<file path="config.mk">
export PLATFORM = sky130hd
export DESIGN_NAME = symbol_streamer
export DESIGN_NICKNAME = d
export VERILOG_FILES = /design/src/rtl/symbol_streamer.sv
export SDC_FILE = /design/constraint.sdc
export NUM_CORES = 1
export LEC_CHECK = 0
export ABC_AREA = 1
export CORE_ASPECT_RATIO = 1.5
export CORE_MARGIN = 4
export CORE_UTILIZATION = 35
export CTS_CLUSTER_DIAMETER = 80
export DETAILED_ROUTE_END_ITERATION = 12
export PLACE_DENSITY_LB_ADDON = 0.12
export SLEW_MARGIN = 20
export SYNTH_ARGS = -nofsm -noshare
export SYNTH_HDL_FRONTEND = slang
export SYNTH_SLANG_ARGS = --single-unit
</file>
<file path="constraint.sdc">
create_clock -name CLK -period 2.56 [get_ports CLK]
set_input_delay 0.512 -clock CLK [delete_from_list [all_inputs] [get_ports CLK]]
set_output_delay 0.512 -clock CLK [all_outputs]
set_load 0.05 [all_outputs]
</file>
<file path="src/rtl/symbol_streamer.sv">
// -----------------------------------------------------------------------------
// symbol_streamer
//
// Buffers packed words of 2-bit symbols in a 2-entry FIFO and, on request,
// streams a programmed number of symbols (LSB pair of each word first). The
// stream is framed by BC_mode, followed by FLUSH idle cycles and a one-cycle
// done pulse.
//
// Every output except in_ready is registered. Each output register is loaded
// from the state the FSM holds at the edge, so the outputs show what the FSM
// did one cycle earlier.
//
// Parameters
//   DATA_W : packed input word width (even, >= 4)
//   LEN_W  : width of the sequence-length counter
//   FLUSH  : idle cycles sent after the last symbol of a run
//
// Ports
//   CLK        in   clock
//   RST        in   asynchronous, active-low reset
//   in_data    in   packed symbols, first symbol in bits [1:0]
//   in_valid   in   in_data is valid
//   in_ready   out  FIFO has a free entry (depends on the FIFO count only)
//   start      in   run request (acted on in IDLE only)
//   seq_len    in   number of symbols to send in the run
//   symbol     out  current symbol
//   sym_valid  out  symbol is meaningful this cycle
//   BC_mode    out  stream framing, high while symbols are being sent
//   busy       out  run in progress
//   done       out  one-cycle end-of-run pulse
// -----------------------------------------------------------------------------
module symbol_streamer #(
  parameter int DATA_W = 32,
  parameter int LEN_W  = 16,
  parameter int FLUSH  = 16
) (
  input  logic              CLK,
  input  logic              RST,
  input  logic [DATA_W-1:0] in_data,
  input  logic              in_valid,
  output logic              in_ready,
  input  logic              start,
  input  logic [LEN_W-1:0]  seq_len,
  output logic [1:0]        symbol,
  output logic              sym_valid,
  output logic              BC_mode,
  output logic              busy,
  output logic              done
);

  localparam int SYMS  = DATA_W / 2;
  localparam int IDX_W = (SYMS > 1) ? $clog2(SYMS) : 1;
  localparam int FL_W  = (FLUSH > 1) ? $clog2(FLUSH) : 1;

  localparam logic [IDX_W-1:0] LAST_IDX   = IDX_W'(SYMS - 1);
  localparam logic [FL_W-1:0]  LAST_FLUSH = FL_W'((FLUSH > 0) ? FLUSH - 1 : 0);

  typedef enum logic [1:0] {
    S_IDLE,
    S_STREAM,
    S_FLUSH,
    S_DONE
  } state_e;

  // ---------------------------------------------------------------------------
  // Registers and next-state signals
  // ---------------------------------------------------------------------------
  state_e             state_q,     state_d;
  logic [LEN_W-1:0]   rem_q,       rem_d;
  logic [IDX_W-1:0]   idx_q,       idx_d;
  logic [FL_W-1:0]    fcnt_q,      fcnt_d;
  logic [1:0]         symbol_q,    symbol_d;
  logic               sym_valid_q, sym_valid_d;
  logic               bc_mode_q,   bc_mode_d;
  logic               busy_q,      busy_d;
  logic               done_q,      done_d;

  // FIFO bookkeeping
  logic [1:0]         count_q,     count_d;
  logic               wr_ptr_q,    wr_ptr_d;
  logic               rd_ptr_q,    rd_ptr_d;
  logic [DATA_W-1:0]  mem_q [0:1];

  logic               push;
  logic               pop;
  logic [DATA_W-1:0]  head_word;
  logic [1:0]         head_sym;

  // ---------------------------------------------------------------------------
  // FIFO access
  // ---------------------------------------------------------------------------
  // Readiness looks at the stored count only, so a pop in the same cycle never
  // opens the door for a push into a full FIFO.
  assign in_ready  = (count_q < 2'd2);
  assign push      = in_valid && in_ready;
  assign head_word = mem_q[rd_ptr_q];
  assign head_sym  = head_word[{idx_q, 1'b0} +: 2];

  always_comb begin
    count_d  = count_q;
    wr_ptr_d = wr_ptr_q;
    rd_ptr_d = rd_ptr_q;
    if (push) begin
      wr_ptr_d = ~wr_ptr_q;
    end
    if (pop) begin
      rd_ptr_d = ~rd_ptr_q;
    end
    unique case ({push, pop})
      2'b10:   count_d = count_q + 2'd1;
      2'b01:   count_d = count_q - 2'd1;
      default: count_d = count_q;
    endcase
  end

  // NOTE: the word storage has no reset; the count and pointers define which
  // entries are live, so stale data after reset is never observed.
  always_ff @(posedge CLK) begin
    if (push) begin
      mem_q[wr_ptr_q] <= in_data;
    end
  end

  // ---------------------------------------------------------------------------
  // FSM next-state and registered-output logic
  // ---------------------------------------------------------------------------
  // NOTE: every signal written here gets a default first, so no path through
  // the case statement can leave a value unassigned and infer a latch.
  always_comb begin
    state_d     = state_q;
    rem_d       = rem_q;
    idx_d       = idx_q;
    fcnt_d      = fcnt_q;
    symbol_d    = 2'b00;
    sym_valid_d = 1'b0;
    bc_mode_d   = 1'b0;
    busy_d      = (state_q != S_IDLE);
    done_d      = 1'b0;
    pop         = 1'b0;

    unique case (state_q)
      S_IDLE: begin
        if (start) begin
          if (seq_len != '0) begin
            rem_d   = seq_len;
            state_d = S_STREAM;
          end else begin
            state_d = S_DONE;
          end
        end
      end

      S_STREAM: begin
        bc_mode_d = 1'b1;
        if (count_q != 2'd0) begin
          symbol_d    = head_sym;
          sym_valid_d = 1'b1;
          rem_d       = rem_q - LEN_W'(1);
          // A word leaves the FIFO after its last symbol, or early when the
          // run ends inside it; its unsent symbols are dropped.
          if (idx_q == LAST_IDX || rem_q == LEN_W'(1)) begin
            pop   = 1'b1;
            idx_d = '0;
          end else begin
            idx_d = idx_q + IDX_W'(1);
          end
          if (rem_q == LEN_W'(1)) begin
            fcnt_d  = '0;
            state_d = (FLUSH == 0) ? S_DONE : S_FLUSH;
          end
        end else begin
          // Underflow: keep the last symbol on the bus, framing stays up.
          symbol_d = symbol_q;
        end
      end

      S_FLUSH: begin
        if (fcnt_q == LAST_FLUSH) begin
          state_d = S_DONE;
        end else begin
          fcnt_d = fcnt_q + FL_W'(1);
        end
      end

      S_DONE: begin
        done_d  = 1'b1;
        state_d = S_IDLE;
      end

      default: begin
        state_d = S_IDLE;
      end
    endcase
  end

  // ---------------------------------------------------------------------------
  // State register
  // ---------------------------------------------------------------------------
  // NOTE: sequential state uses non-blocking assignments so every register
  // samples the pre-edge values, independent of statement order.
  always_ff @(posedge CLK or negedge RST) begin
    if (!RST) begin
      state_q     <= S_IDLE;
      rem_q       <= '0;
      idx_q       <= '0;
      fcnt_q      <= '0;
      symbol_q    <= 2'b00;
      sym_valid_q <= 1'b0;
      bc_mode_q   <= 1'b0;
      busy_q      <= 1'b0;
      done_q      <= 1'b0;
      count_q     <= 2'd0;
      wr_ptr_q    <= 1'b0;
      rd_ptr_q    <= 1'b0;
    end else begin
      state_q     <= state_d;
      rem_q       <= rem_d;
      idx_q       <= idx_d;
      fcnt_q      <= fcnt_d;
      symbol_q    <= symbol_d;
      sym_valid_q <= sym_valid_d;
      bc_mode_q   <= bc_mode_d;
      busy_q      <= busy_d;
      done_q      <= done_d;
      count_q     <= count_d;
      wr_ptr_q    <= wr_ptr_d;
      rd_ptr_q    <= rd_ptr_d;
    end
  end

  assign symbol    = symbol_q;
  assign sym_valid = sym_valid_q;
  assign BC_mode   = bc_mode_q;
  assign busy      = busy_q;
  assign done      = done_q;

endmodule

</file>
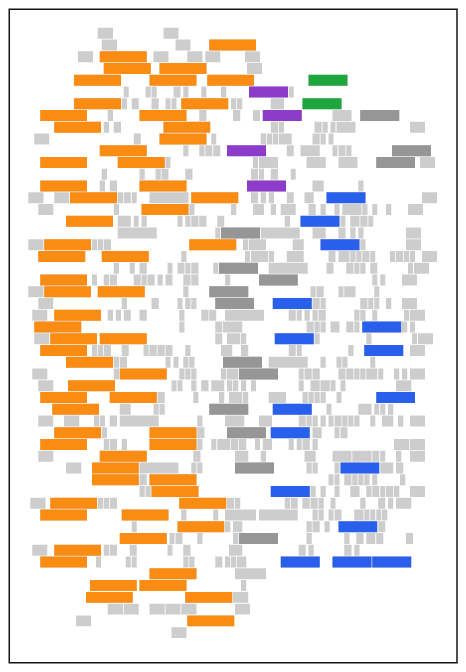
*Sequential cells colored by netlist name, run 1*
Other sequential cells in the stronger gray, the rest of the logic in the fainter gray.
- `mem_q`: orange (placed flops 64)
- `rem_q`: blue (placed flops 16)
- `fcnt_q`: purple (placed flops 4; where top middle)
- `state_q`: green (placed flops 2)
- not colored: 14
sequential cell power: 2250 uW
Seq area share: 48.6%

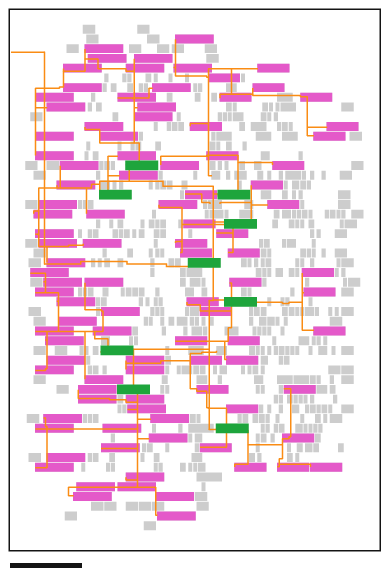
*Routed clock nets over the placement, run 1*
The bar under the picture is 20 microns long.
- clock wires: orange (length 1250 microns)
- clock drivers: green (count 9)
- flip-flops: magenta (count 100)
- flops lie: widely spread
- routed clock nets: 10

==> impl_metrics.tcl, run 1 <==
# implementation run metrics
set metrics [dict create \
    use_met1_pct 16.1 \
    setup_viol 0 \
    warnings 32 \
    critical_path.startpoint "count_q[1]" \
    port_buffers 58 \
    edf_count 64 \
    grt_max_degree 37 \
    p_int_uw 3450 \
    async_flop_share_pct 36.0 \
    cp_max_fo 4 \
    place_congestion 0.944 \
    largest_area_cell "edfxtp_1" \
    reg_top3 "mem_q x64, rem_q x16" \
    avgSynthCellArea_sq_um 9.23 \
    drc 0 \
    crit_path_end "in_ready" \
    area_leaders "edfxtp_1 40%, dfrtp_1 19%, nand2_1 14%" \
    layout_top_cells "174 x nand2_1, 68 x nand3_1, 64 x edfxtp_1" \
    cp_top_family "buffers and inverters" \
    clkSinkCount 100 \
    path_class "flip-flop to primary output" \
    ys.flop_type "edfxtp_1" \
    top_cells_by_count "174 x nand2_1, 68 x nand3_1, 64 x edfxtp_1" \
    worstSetupStartpointType "flip-flop" \
    cp-end-kind "primary output" \
    globalRoute.totalOverflow 0 \
    ctsLongestPathBuffers 2 \
    post_synth_num_cell_types 29 \
    cts_setup_buffers 0 \
    crit_arrival_ns 1.67 \
    relSlewSlack_pct 44.4 \
    root_buffer "clkbuf_16" \
    syn_inst 516 \
    buf_share_pct 11.1 \
    top_register "mem_q" \
    synth-simple-area-share_pct 26.3 \
    ys_sh_adder_pct 2.63 \
    wirelength_microns 10600 \
    hold_violations 0 \
    ff_latch_area_sq_mm 0.00282 \
    n_antenna_cell 0 \
    grt.met3_usage_pct 2.63 \
    status "completed" \
]
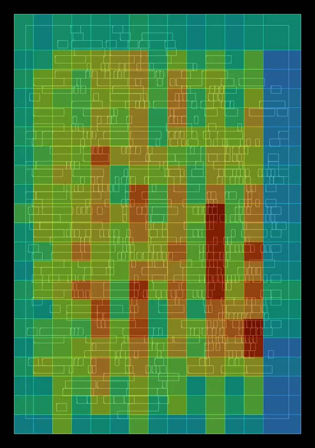
*Congestion heat map, run 1*
final design utilization: 43.4%
met2 GRT Util: 26.1%

==> run 2, diff against run 1 <==
SLEW_MARGIN = not set   (was 20)
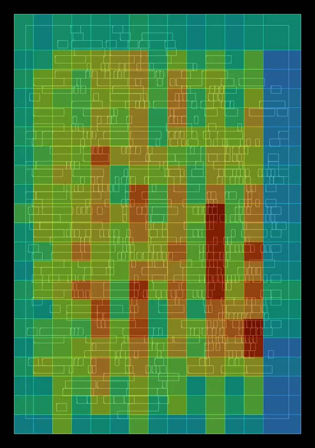
*Congestion heat map, run 2*
drt wl/cell: 14.3 microns
Top Usage Layer GRT: met2
met1 GRT Util: 16.1%
M3 GR Usage: 2.63%

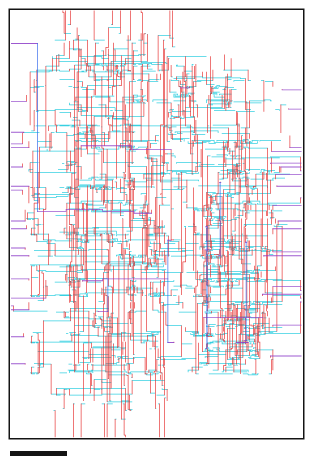
*Routed metal, one color a layer, run 2*
The bar under the picture is 20 microns long.
- metal 3: purple (wire length 400 microns)
- metal 1: cyan (wire length 4300 microns)
- metal 4: blue (wire length 210 microns)
- metal 2: red (wire length 5700 microns)
gr usage total: 14.3%
Post-Route WL: 10600 microns

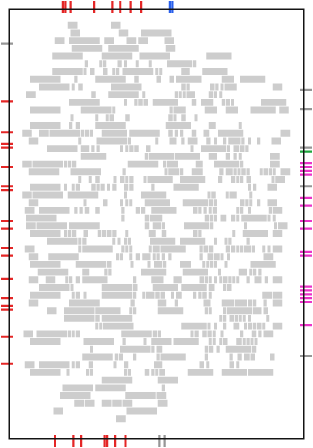
*Ports around the boundary, run 2*
Pins as bars across the die edge, other pins in gray.
- `start`: green (pins 1; direction input; edge right)
- `symbol`: blue (pins 2; direction output; edge top)
- `seq_len`: magenta (pins 16; direction input; edge right)
- `in_data`: red (pins 32; direction input; edge 17 left, 8 top, 7 bottom)
- all pins by edge: 22 right, 18 left, 10 top, 9 bottom
Die H: 151 microns
DIE WIDTH: 103 microns
input/output buffers: 58

==> run 2 against run 1 <==
Against the previous run:
- first-iteration DRC count is the same
- core utilization is the same
- synthesized area is the same
- critical path type unchanged
==> impl_metrics.tcl, run 2 <==
# implementation run metrics
set metrics [dict create \
    status "completed" \
    seq_area_share_pct 48.6 \
    grt_util_met2_pct 26.1 \
    area_leaders "edfxtp_1 40%, dfrtp_1 19%, nand2_1 14%" \
    setup-tns-final_ns 0 \
    hold_violations 0 \
    buf_share_pct 11.1 \
    power.density_mw_per_mm2 999 \
    largest_class "sequential cells" \
    synth-simple-area-share_pct 26.3 \
    cp_top_family "buffers and inverters" \
    clkSinkCount 100 \
    cp_max_fo 4 \
    seqPwrFrac_pct 38.7 \
    setup_viol 0 \
    powerSeq_uw 2250 \
    worstSetupStartpointType "flip-flop" \
    finalNonFillerCells 742 \
    ys.flop_type "edfxtp_1" \
    drc 0 \
    grt_max_degree 37 \
    critical_path.startpoint "count_q[1]" \
    clkCellAreaFrac_pct 4.89 \
    crit_path_end "in_ready" \
    cts_setup_buffers 0 \
    post_synth_num_cell_types 29 \
    path_class "flip-flop to primary output" \
    globalRoute.totalOverflow 0 \
    n_antenna_cell 0 \
    fin_util_pct 43.4 \
    ctsLongestPathBuffers 2 \
    comb_area_sq_mm 0.00170 \
    layout_top_cells "174 x nand2_1, 68 x nand3_1, 64 x edfxtp_1" \
    cts_resized 0 \
    ys_sh_adder_pct 2.63 \
    avgSynthCellArea_sq_um 9.23 \
    top_cells_by_count "174 x nand2_1, 68 x nand3_1, 64 x edfxtp_1" \
    top_register "mem_q" \
    fp_util_pct 35.5 \
    die_area_sq_mm 0.0156 \
    reg_top3 "mem_q x64, rem_q x16" \
    p_int_uw 3450 \
    relSlewSlack_pct 44.4 \
    crit_arrival_ns 1.67 \
    cp-end-kind "primary output" \
    largest_area_cell "edfxtp_1" \
    root_buffer "clkbuf_16" \
    place_congestion 0.944 \
    async_flop_share_pct 36.0 \
]
No activity file was given, so power comes from the tool's default toggle rates.
